File: src/rtl/hf_seq_encoder.sv
// rtl/hf_seq_encoder.sv - sequential Huffman code generator, one two-minimum merge per cycle
// Defining HF_SEQ_OUT_READY_EN adds an out_ready input that back-pressures the code output.
module hf_seq_encoder #(
  parameter int SYM_NUM = 5,
  parameter int FREQ_W  = 5,
  parameter int CODE_W  = SYM_NUM - 1
) (
  input  logic                        clk,
  input  logic                        rst,
  input  logic                        in_valid,
  input  logic [FREQ_W-1:0]           in_freq,
  output logic                        in_ready,
`ifdef HF_SEQ_OUT_READY_EN
  input  logic                        out_ready,
`endif
  output logic                        out_valid,
  output logic [$clog2(SYM_NUM)-1:0]  out_sym,
  output logic [CODE_W-1:0]           out_code,
  output logic [$clog2(CODE_W+1)-1:0] out_len
);
  localparam int NODES = 2 * SYM_NUM - 1;
  localparam int SW    = $clog2(SYM_NUM);
  localparam int LW    = $clog2(CODE_W + 1);
  localparam int NW    = $clog2(NODES);
  localparam int WW    = FREQ_W + SW;

  typedef enum logic [1:0] {IDLE, LOAD, MERGE, OUT} state_t;
  state_t state;

  logic [WW-1:0]     weight [NODES];
  logic [NODES-1:0]  active;
  logic [NW-1:0]     group [SYM_NUM];
  logic [CODE_W-1:0] code [SYM_NUM];
  logic [LW-1:0]     len [SYM_NUM];
  logic [SW-1:0]     ld_cnt;
  logic [SW-1:0]     mg_cnt;

  logic [NW-1:0]     min1;
  logic [NW-1:0]     min2;
  logic              found1;
  logic              found2;
  logic [NW-1:0]     new_id;
  logic [NW-1:0]     group_nxt [SYM_NUM];
  logic [CODE_W-1:0] code_nxt [SYM_NUM];
  logic [LW-1:0]     len_nxt [SYM_NUM];
  logic [SW-1:0]     sym_inc;
  logic              out_adv;

`ifdef HF_SEQ_OUT_READY_EN
  assign out_adv = out_ready;
`else
  assign out_adv = 1'b1;
`endif

  assign new_id  = NW'(SYM_NUM) + NW'(mg_cnt);
  assign sym_inc = out_sym + SW'(1);

  // Strict less-than while scanning ids upward keeps the lower id on equal weight.
  always_comb begin
    min1   = '0;
    min2   = '0;
    found1 = 1'b0;
    found2 = 1'b0;
    for (int i = 0; i < NODES; i++) begin
      if (active[i] && (!found1 || weight[i] < weight[min1])) begin
        min1   = NW'(i);
        found1 = 1'b1;
      end
    end
    for (int i = 0; i < NODES; i++) begin
      if (active[i] && (NW'(i) != min1) && (!found2 || weight[i] < weight[min2])) begin
        min2   = NW'(i);
        found2 = 1'b1;
      end
    end
    for (int s = 0; s < SYM_NUM; s++) begin
      group_nxt[s] = group[s];
      code_nxt[s]  = code[s];
      len_nxt[s]   = len[s];
      if (found2 && (group[s] == min1 || group[s] == min2)) begin
        group_nxt[s] = new_id;
        len_nxt[s]   = len[s] + LW'(1);
        if (group[s] == min2) begin
          code_nxt[s] = code[s] | (CODE_W'(1) << len[s]);
        end
      end
    end
  end

  always_ff @(posedge clk) begin
    if (rst) begin
      state     <= IDLE;
      in_ready  <= 1'b1;
      out_valid <= 1'b0;
      out_sym   <= '0;
      out_code  <= '0;
      out_len   <= '0;
      ld_cnt    <= '0;
      mg_cnt    <= '0;
      active    <= '0;
      for (int n = 0; n < NODES; n++) begin
        weight[n] <= '0;
      end
      for (int s = 0; s < SYM_NUM; s++) begin
        group[s] <= '0;
        code[s]  <= '0;
        len[s]   <= '0;
      end
    end else begin
      case (state)
        IDLE: begin
          if (in_valid) begin
            active    <= NODES'(1);
            weight[0] <= WW'(in_freq);
            group[0]  <= '0;
            code[0]   <= '0;
            len[0]    <= '0;
            ld_cnt    <= SW'(1);
            state     <= LOAD;
          end
        end
        LOAD: begin
          if (in_valid) begin
            active[ld_cnt] <= 1'b1;
            weight[ld_cnt] <= WW'(in_freq);
            group[ld_cnt]  <= NW'(ld_cnt);
            code[ld_cnt]   <= '0;
            len[ld_cnt]    <= '0;
            if (ld_cnt == SW'(SYM_NUM - 1)) begin
              state    <= MERGE;
              in_ready <= 1'b0;
              mg_cnt   <= '0;
            end else begin
              ld_cnt <= ld_cnt + SW'(1);
            end
          end
        end
        MERGE: begin
          active[min1]   <= 1'b0;
          active[min2]   <= 1'b0;
          active[new_id] <= 1'b1;
          weight[new_id] <= weight[min1] + weight[min2];
          for (int s = 0; s < SYM_NUM; s++) begin
            group[s] <= group_nxt[s];
            code[s]  <= code_nxt[s];
            len[s]   <= len_nxt[s];
          end
          // Symbol 0 is presented straight from the final merge result.
          if (mg_cnt == SW'(SYM_NUM - 2)) begin
            state     <= OUT;
            out_valid <= 1'b1;
            out_sym   <= '0;
            out_code  <= code_nxt[0];
            out_len   <= len_nxt[0];
          end else begin
            mg_cnt <= mg_cnt + SW'(1);
          end
        end
        OUT: begin
          if (out_adv) begin
            if (out_sym == SW'(SYM_NUM - 1)) begin
              state     <= IDLE;
              in_ready  <= 1'b1;
              out_valid <= 1'b0;
              out_sym   <= '0;
              out_code  <= '0;
              out_len   <= '0;
            end else begin
              out_sym  <= sym_inc;
              out_code <= code[sym_inc];
              out_len  <= len[sym_inc];
            end
          end
        end
        default: state <= IDLE;
      endcase
    end
  end
endmodule

File: config.mk
export PLATFORM = sky130hd
export DESIGN_NAME = hf_seq_encoder
export DESIGN_NICKNAME = d
export VERILOG_FILES = /design/src/rtl/hf_seq_encoder.sv
export SDC_FILE = /design/constraint.sdc
export NUM_CORES = 1
export LEC_CHECK = 0
export ABC_AREA = 1
export CAP_MARGIN = 20
export CORE_MARGIN = 8
export CORE_UTILIZATION = 59
export DETAILED_ROUTE_END_ITERATION = 7
export PLACE_DENSITY = 0.86
export SLEW_MARGIN = 20
export SYNTH_ARGS = -nofsm -noshare
export SYNTH_HDL_FRONTEND = slang
export SYNTH_SLANG_ARGS = --single-unit
File: constraint.sdc
create_clock -name clk -period 28.1 [get_ports clk]
set_clock_uncertainty 0.15 [all_clocks]
set_input_delay 2.81 -clock clk [delete_from_list [all_inputs] [get_ports clk]]
set_output_delay 2.81 -clock clk [all_outputs]
set_load 0.005 [all_outputs]
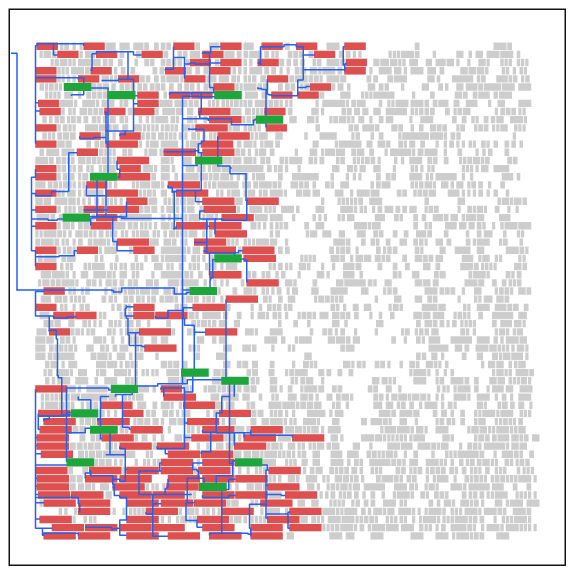
Run 1: clock distribution
(3 px per micron)
- clock-net drivers: green (count 17)
- flip-flops: red (count 180)
- clock wires: blue (length 2160 microns)
- routed clock nets: 18

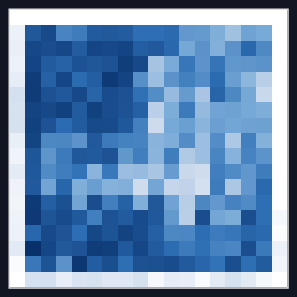
Run 1: placement density heat map
(1.5 px per micron) The die is cut into 18 by 18 equal tiles; white is low, dark blue is high, 0 to 100% covered.
- mean over tiles: 56%
- nearly empty tiles: 10%
- tiles over 75% full: 36%
- emptiest ninth of the die: top right
- fullest tile: 100%
fin util: 69.8%
floorplan-stage core utilization: 60.2%
Placeable Area: 27900 sq um

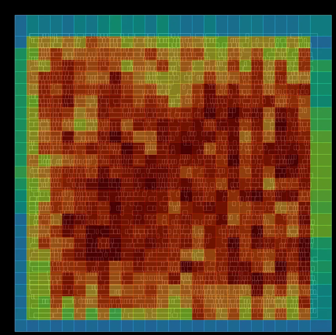
Run 1: track usage over the die
met2 Resource Use GR: 64.6%
GR Util met3: 16.3%
wire length per cell: 26.6 microns
overall track demand over capacity in global routing: 44.5%

==> flow_summary_export.csv, run 1 <==
group,metric,value,unit
layout,mostFrequentLayoutCell,"sky130_fd_sc_hd__nand2_1",
synth,yosysUniqueCellTypes,59,
clock_tree,clockRootBuffer,"sky130_fd_sc_hd__clkbuf_16",
floorplan,dieHeight,185,microns
place,port_buffers,19,
sta,worst_margin_slew,0.963,ns
layout,most-common-layout-cells,"sky130_fd_sc_hd__nand2_1 (536), sky130_fd_sc_hd__inv_1 (262), sky130_fd_sc_hd__nor2_1 (255)",
synth,synthesis.area,16800,sq um
sta,timing.fmax,0.0371,GHz
sta,finalCritPeriodShare,95.9,%
hold_path,holdCritPathClass,"reg -> reg",
job,timing.max_cap.violations,0,
power_and_ir_drop,power.clock.total,249,uW
outcome,status,"finished, final reports clean",
sta,hold_slack,0.296,ns
clock_tree,clk_path_buf_depth,2,
critical_path,worstPathArrival,26.98,ns
layout,synthToLayoutAreaGrowth,16.0,%
place,gp_congestion,1.15,
critical_path,critical_path_buf_inv_count,23,
power_and_ir_drop,clock_power_share,18.0,%
synth,synth.cellmix.simpleShare,25.8,%
synth,flop_cell,"sky130_fd_sc_hd__edfxtp_1",
clock_tree,clk_latency_worst_skew_pair,0.45,ns
critical_path,worst_setup_start_kind,"flip-flop",
synth,synth_top_cell_by_count,"sky130_fd_sc_hd__nand2_1",
power_and_ir_drop,internal_power,727,uW
critical_path,crit_path_end_kind,"flip-flop",
floorplan,chip_area,34100,sq um
synth,topCombFamilyByArea,"simple AND/OR/NAND/NOR gates",
floorplan,die_w,185,microns
power_and_ir_drop,comb_power_share,55.4,%
power_and_ir_drop,finalPower,1.39,mW
power_and_ir_drop,switching_power,660,uW
clock_tree,tritoncts_num_sinks,180,
global_routing,grt_remaining_overflow,0,
synth,synth.yosys.seq_area_share,28.0,%
clock_tree,cts_made_buffers,17,
synth,netlist.area_leader.share,19.8,%
floorplan,placement_rows,61,
critical_path,cp_top_family,"simple AND/OR/NAND/NOR gates",
layout,finalNonFillerCells,2976,
==> run 1: final cells by class <==
type                    count  area share (%)
repair buffers            163            7.17
multi-input cells        1914            57.0
inverters                 305            6.09
clock buffers              18            2.20
well taps                 378            2.42
clock inverters            14           0.885
repair inverters            3          0.0898
diodes                      1          0.0128
flip-flops and latches    180            24.2
==> run 1: kinds of logic (layout without fill, tap and decap cells) <==
logic type / Yosys count / count (layout)
AND/OR/NAND/NOR: 1022 / 1030
AND-OR/OR-AND: 704 / 704
buffers and inverters: 393 / 503
flip-flops: 180 / 180
adder cells (fa/ha/maj): 151 / 151
XOR/XNOR: 28 / 28
multiplexers: 1 / 1
other: 0 / 1
==> run 1: path summary, 6_finish.rpt <==
check	from	end	slack, ns
hold reg to reg	code[2][2]	code[2][2]	0.30
setup / recovery	weight[0][3]	weight[0][7]	1.14
setup reg to reg	weight[0][3]	weight[0][7]	1.14
hold / removal	code[2][2]	code[2][2]	0.30
==> run 1: state kept, by name (all words and copies together) (netlist names) <==
| name | cells |
|---|---|
| active | 9 |
| code | 20 |
| group | 20 |
| in_ready | 1 |
| ld_cnt | 3 |
| len | 15 |
| mg_cnt | 3 |
| out_code | 4 |
| out_len | 3 |
| out_sym | 3 |
| out_valid | 1 |
| state | 2 |
| weight | 96 |
==> run 1: timing repair <==
action / in CTS / in global routing
pin swaps: 0 / 37
endpoints found under the setup margin: 45 / 166
gates cloned: 0 / 13
resized: 10 / 161
buffers inserted: 0 / 52
==> run 1: per-layer routing <==
layer	global-route usage, %	vias to the layer above
li1	-	8696
met1	52.7	9121
met2	64.6	1792
met3	16.3	575
met4	34.5	0
met5	0	-
==> run 2: changes to the inputs <==
--- a/config.mk
+++ b/config.mk
@@ -11,6 +11,7 @@
 export CORE_UTILIZATION = 59
 export DETAILED_ROUTE_END_ITERATION = 7
 export PLACE_DENSITY = 0.86
+export RECOVER_POWER = 25
 export SLEW_MARGIN = 20
 export SYNTH_ARGS = -nofsm -noshare
 export SYNTH_HDL_FRONTEND = slang
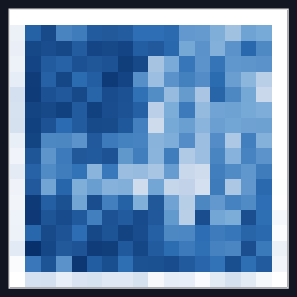
Run 2: placement density heat map
(1.5 px per micron) The die is cut into 18 by 18 equal tiles; white is low, dark blue is high, 0 to 100% covered.
- emptiest ninth of the die: top right
- mean over tiles: 56%
- fullest tile: 100%

==> run 2 against run 1 <==
- utilization about the same
- wire length about the same
- final cell count unchanged
- via count down 0.23%
- critical path type unchanged
- highest routed layer unchanged
- the flow now finishes with violations (design-rule violations, max-capacitance violations, max-slew violations)
- register-to-register slack better by 0.06 ns
- maximum frequency up 0.22%
==> flow_summary_export.csv, run 2 <==
group,metric,value,unit
synth,synth_top_cell_by_count,"sky130_fd_sc_hd__nand2_1",
place,port_buffers,19,
place,gp_congestion,1.15,
sta,drv_slew,27,
critical_path,critPathLaunch,"weight[0][3]",
sta,finalCritPeriodShare,95.7,%
outcome,status,"complete, but fails checks",
sta,timing.fmax,0.0372,GHz
detailed_routing,detail_route.drc_violations,47,
layout,regMostFlops,"weight",
hold_path,hold_path_end,"code[2][2]",
floorplan,floorplan.initialDensity,60.2,%
synth,yosysUniqueCellTypes,59,
synth,flop_cell,"sky130_fd_sc_hd__edfxtp_1",
outcome,violations,"design-rule violations, max-capacitance violations, max-slew violations",
power_and_ir_drop,clock_power_share,18.0,%
critical_path,timing.critical_path.to,"weight[0][7]",
critical_path,crit_path_end_kind,"flip-flop",
job,timing.max_cap.violations,1,
detailed_routing,wire_per_inst,26.5,microns
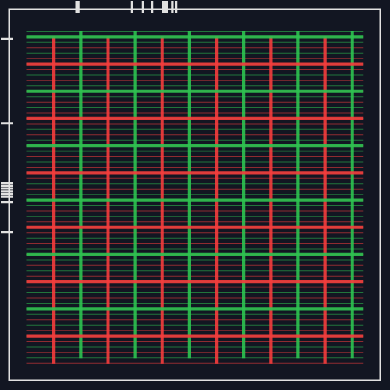
Run 2: PDN straps and rails
(2 px per micron) Pins as bars on the die edge.
- VDD: green
- VSS: red
- met4 straps: 12
- met1 rails: 62
- rows: 61
- signal pins: 20
worst voltage drop across the vdd grid: 0.0981 mV
Chip Height: 185 microns

run 2: cell counts after synthesis:
No cell type changed its count.
run 2: power by group through the flow:
stage	Clock, mW	Combinational, mW	Sequential [mW]
floorplan	0	0.460	0.356
global placement	0	0.658	0.371
detailed placement	0	0.672	0.372
CTS	0.247	0.681	0.367
global route	0.258	0.824	0.371
finish	0.249	0.767	0.370
run 2: metrics by stage:
stage	setup WS (ns)	hold WS (ns)	util, %	cells	TNS (ns)
final	1.20	0.296	69.8	2976	0
after global routing	-0.393	0.320	69.8	2975	-8.69
after CTS	0.00800	0.299	65.9	2910	0
after detailed placement	-0.499	0.288	63.6	2878	-14.30
after global placement	-0.0705	0.287	63.6	2878	-0.198
after floorplan	2.70	0.276	-	2479	0
run 2: cell families (layout without fill, tap and decap cells):
family          count (synthesis)  after routing  share of synthesized area, %
simple gates                 1022           1030                          25.8
compound gates                704            704                          23.8
buf+inv                       393            503                          9.42
flops                         180            180                          28.0
fa+ha+maj                     151            151                          11.3
xor+xnor                       28             28                          1.55
mux                             1              1                        0.0595
other cells                     0              1                             0
run 2: layer usage:
metal | global-route usage [%] | share of wire [%]
met1 | 52.7 | 34
met2 | 64.6 | 40
met3 | 16.3 | 16
met4 | 34.5 | 10
met5 | 0 | 0
run 2: area by class of cell:
type	instances	area [sq um]
Multi-Input combinational cell	1914	11100
Inverter	305	1190
Tap cell	378	473
Antenna cell	1	2.50
Timing Repair Buffer	163	1390
Clock buffer	18	429
Fill cell	2368	8430
Clock inverter	14	173
Timing Repair inverter	3	17.5
Sequential cell	180	4710
run 2: what timing repair did:
item,CTS,global route
pin swaps,0,37
setup endpoints to repair,45,166
hold endpoints to repair,0,0
gates cloned,0,13
resized,10,161
setup buffers,0,52
No activity file was given, so power comes from the tool's default toggle rates.
